## config.mk

```make
export PLATFORM = sky130hd
export DESIGN_NAME = button_ctrl
export DESIGN_NICKNAME = d
export VERILOG_FILES = /design/src/rtl/button_ctrl.sv
export SDC_FILE = /design/constraint.sdc
export NUM_CORES = 1
export LEC_CHECK = 0
export ABC_AREA = 1
export CORE_MARGIN = 4
export CORE_UTILIZATION = 60
export CTS_CLUSTER_DIAMETER = 60
export DETAILED_ROUTE_END_ITERATION = 8
export PLACE_DENSITY_LB_ADDON = 0.15
export SLEW_MARGIN = 20
export SYNTH_ARGS = -nofsm -noshare
export SYNTH_HDL_FRONTEND = slang
export SYNTH_SLANG_ARGS = --single-unit
```

## constraint.sdc

```tcl
create_clock -name clk -period 2.8 [get_ports clk]
set_input_delay 0.56 -clock clk [delete_from_list [all_inputs] [get_ports clk]]
set_output_delay 0.56 -clock clk [all_outputs]
set_load 0.05 [all_outputs]
```

## src/rtl/button_ctrl.sv

```systemverilog
// Front panel button controller: per-button synchroniser, debouncer and edge detector
// driving LEDs either as per-button toggles (MODE 0) or as an up/down counter (MODE 1).
module button_ctrl #(
    parameter int N_BUTTONS       = 2,
    parameter int N_LEDS          = 4,
    parameter int DEBOUNCE_CYCLES = 1000000,
    parameter int MODE            = 0
) (
    input  logic                 clk,
    input  logic                 rst,
    input  logic [N_BUTTONS-1:0] buttons,
    output logic [N_BUTTONS-1:0] pressed,
    output logic [N_BUTTONS-1:0] press_pulse,
    output logic [N_BUTTONS-1:0] release_pulse,
    output logic [N_LEDS-1:0]    led
);

    localparam int CNT_W = $clog2(DEBOUNCE_CYCLES + 1);
    localparam logic [CNT_W-1:0] CNT_MAX = CNT_W'(DEBOUNCE_CYCLES - 1);
    localparam int N_TOG = (N_BUTTONS < N_LEDS) ? N_BUTTONS : N_LEDS;

    logic [N_BUTTONS-1:0] sync_p0;
    logic [N_BUTTONS-1:0] sync_p1;
    logic [CNT_W-1:0]     cnt [N_BUTTONS];
    logic [N_BUTTONS:0]   pulse_ext;
    logic [N_LEDS-1:0]    led_next;
    logic                 clr;

    // Stage p0/p1: two-flop synchroniser, then debounce against the accepted level
    always_ff @(posedge clk or posedge rst) begin
        if (rst) begin
            sync_p0       <= '0;
            sync_p1       <= '0;
            pressed       <= '0;
            press_pulse   <= '0;
            release_pulse <= '0;
            for (int i = 0; i < N_BUTTONS; i++) begin
                cnt[i] <= '0;
            end
        end else begin
            sync_p0 <= buttons;
            sync_p1 <= sync_p0;
            for (int i = 0; i < N_BUTTONS; i++) begin
                press_pulse[i]   <= 1'b0;
                release_pulse[i] <= 1'b0;
                if (sync_p1[i] == pressed[i]) begin
                    cnt[i] <= '0;
                end else if (cnt[i] == CNT_MAX) begin
                    pressed[i]       <= sync_p1[i];
                    cnt[i]           <= '0;
                    press_pulse[i]   <= sync_p1[i];
                    release_pulse[i] <= ~sync_p1[i];
                end else begin
                    cnt[i] <= cnt[i] + 1'b1;
                end
            end
        end
    end

    // Padding keeps index 1 legal even for a single-button toggle build
    assign pulse_ext = {1'b0, press_pulse};

    always_comb begin
        led_next = led;
        clr      = 1'b0;
        if (MODE == 0) begin
            for (int i = 0; i < N_TOG; i++) begin
                led_next[i] = led[i] ^ press_pulse[i];
            end
        end else begin
            for (int i = 2; i < N_BUTTONS; i++) begin
                clr = clr | press_pulse[i];
            end
            if (clr) begin
                led_next = '0;
            end else if (pulse_ext[0] && !pulse_ext[1]) begin
                led_next = led + N_LEDS'(1);
            end else if (pulse_ext[1] && !pulse_ext[0]) begin
                led_next = led - N_LEDS'(1);
            end
        end
    end

    // Stage p2: LED register follows the registered press pulses
    always_ff @(posedge clk or posedge rst) begin
        if (rst) begin
            led <= '0;
        end else begin
            led <= led_next;
        end
    end

endmodule

```

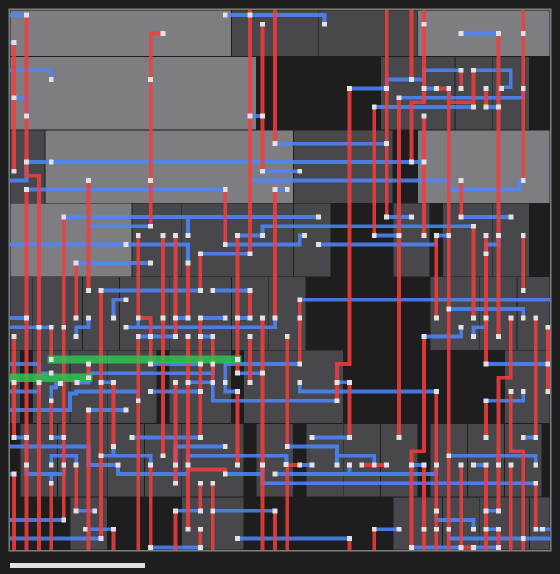
(images/closeup.png)
Scale bar: 5 um. Window x 47 to 67, y 47 to 67 um. Cells in gray, sequential cells in the stronger gray; small squares are vias.
| layer | color |
|---|---|
| M2 | red |
| M3 | green |
| M1 | blue |
cells with their middle in the window: 51
most frequent: nor2_1 (11), nand2_1 (9)
netlist names of flops here include: cnt (3)
sequential cells in the window: 5

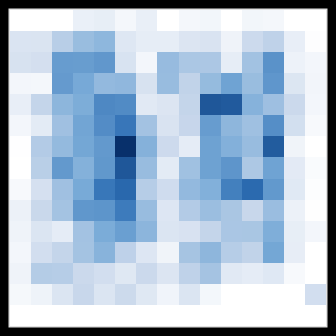
(images/route_heat.png)
The die is cut into 15 by 15 equal tiles; white is low, dark blue is high, scaled to the fullest tile. Values are wire area over tile area, all layers added.
emptiest ninth of the die: south-east
nearly empty tiles: 15%
mean over tiles: 0.14
DR WL/cell: 12.0 um
Final Routed Wirelength: 4960 um
detailed-route via count: 2138
global-route usage over all layers: 0.204

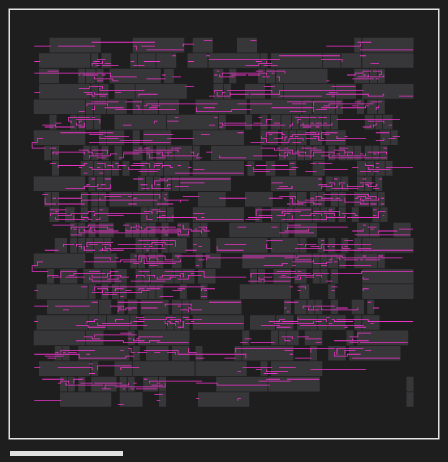
(images/m1.png)
Scale bar: 20 um.
nets with wire on the layer: 347
main direction: horizontal
longest straight run: 19.3 um
wire length on this layer: 2170 um
GR Layer Usage met1: 0.241

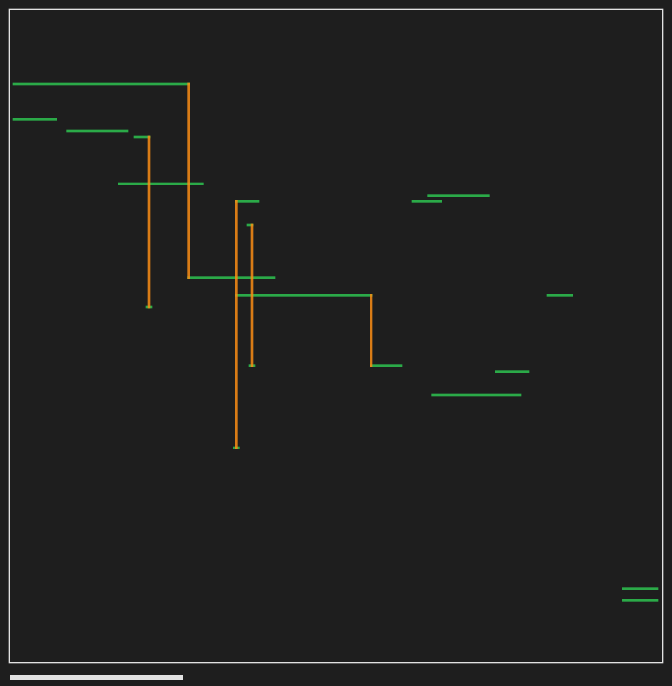
(images/layers.png)
Scale bar: 20 um. Only two layers are drawn.
| layer | color | wire length |
|---|---|---|
| M4 | orange | 95.2 um |
| M3 | green | 110 um |

==> results.txt <==
status: finished clean
Iter 0 DRT Violations: 109
worst vdd ir: 0.333 mV
die area: 5710 um2
Sw Share: 0.207
Post-synth EDFFs: 0
Post-synth top cells: 86 x nor2_1, 66 x nand2_1, 52 x dfrtp_1
Top power group: registers
max reg flops: 40
# nets final: 367
r2r startpoint: cnt[20]
DR top layer: met4
logic share of the area: 0.427
DRT antenna net count: 0
Worst slew margin: 0.661
slowest CP cell: clkdlybuf4s50_1
tool warning count: 26
XOR Share, Synth: 0.0672
worst-path fanout max: 5
Late-Pin Clk Latency: 0.30 ns
Port Buf Inserts: 11
Power Density: 434 nW/um2
flop count: 52
buffer share of cell area: 0.0414
Synth Area in Compound Gates: 0.0279
data required time of the critical path: 2.24 ns
slack of the critical path: 0.705 ns
Async SR Flop Fraction: 1.00
WHS: 0.347 ns
tap cell count: 52
Distinct cells, synth: 27
mean post-synth cell area: 8.01 um2
element type at the critical path end: output port
Cell Area, Synth: 2740 um2
most frequent cells in the layout: 86 x nor2_1, 66 x nand2_1, 52 x dfrtp_1
Int Power: 1.04 mW
crit path capture: pressed[0]
I/O pins: 14
Util after Layout: 0.690
endpoints failing setup: 0
post-detailed-route DRC marker count: 0
Setup Buffers After CTS: 0
CTS buffer count: 5
most common cell in the netlist: nor2_1
final clock skew: 0.0101 ns
Reg2Reg Setup Slack: 1.25 ns
Clock Path Buffers: 2
clock network power: 0.488 mW
CP top delay family: buffers and inverters
inverters: 36
Hold Crit Class: register to register
Hold-fix buffers, CTS: 0
DP Worst Slack: 1.02 ns
non-filler cells, final: 414
die width: 75.6 um
n_diodes: 0
vias per inst: 5.16
fmax: 477 MHz
Simple Share, Synth: 0.365
Post-DP Area: 2920 um2
fp util: 0.625
CP arrival: 1.54 ns
core area: 4380 um2
num rows: 24
total power: 1.31 mW
Top non-seq family: simple AND/OR/NAND/NOR gates
GR Layer Usage met2: 0.376
r2r endpoint: cnt[25]
fraction of area in registers: 0.430
sequential power: 0.767 mW
Hold Fails Final Rpt: 0
initial antenna violation count: 0
GR peak layer: met2
yosys adder share: 0.00914
Buf/Inv on CP: 1
clock buf count: 6
grt ovf: 0
Slew Viols, Final: 0
dpl cells: 406
MI comb area: 1290 um2
max incr delay on CP: 0.83 ns
Synth Instances: 342
critical path startpoint: pressed[0]
ys cells: 342
H-tree Lvls: 2
area grow syn2layout: 10.5%
Die Span Y: 75.6 um
DRT Pass-1 Iters: 4
GR Layer Usage met3: 0.0303
Power and IR drop assume default switching activity.
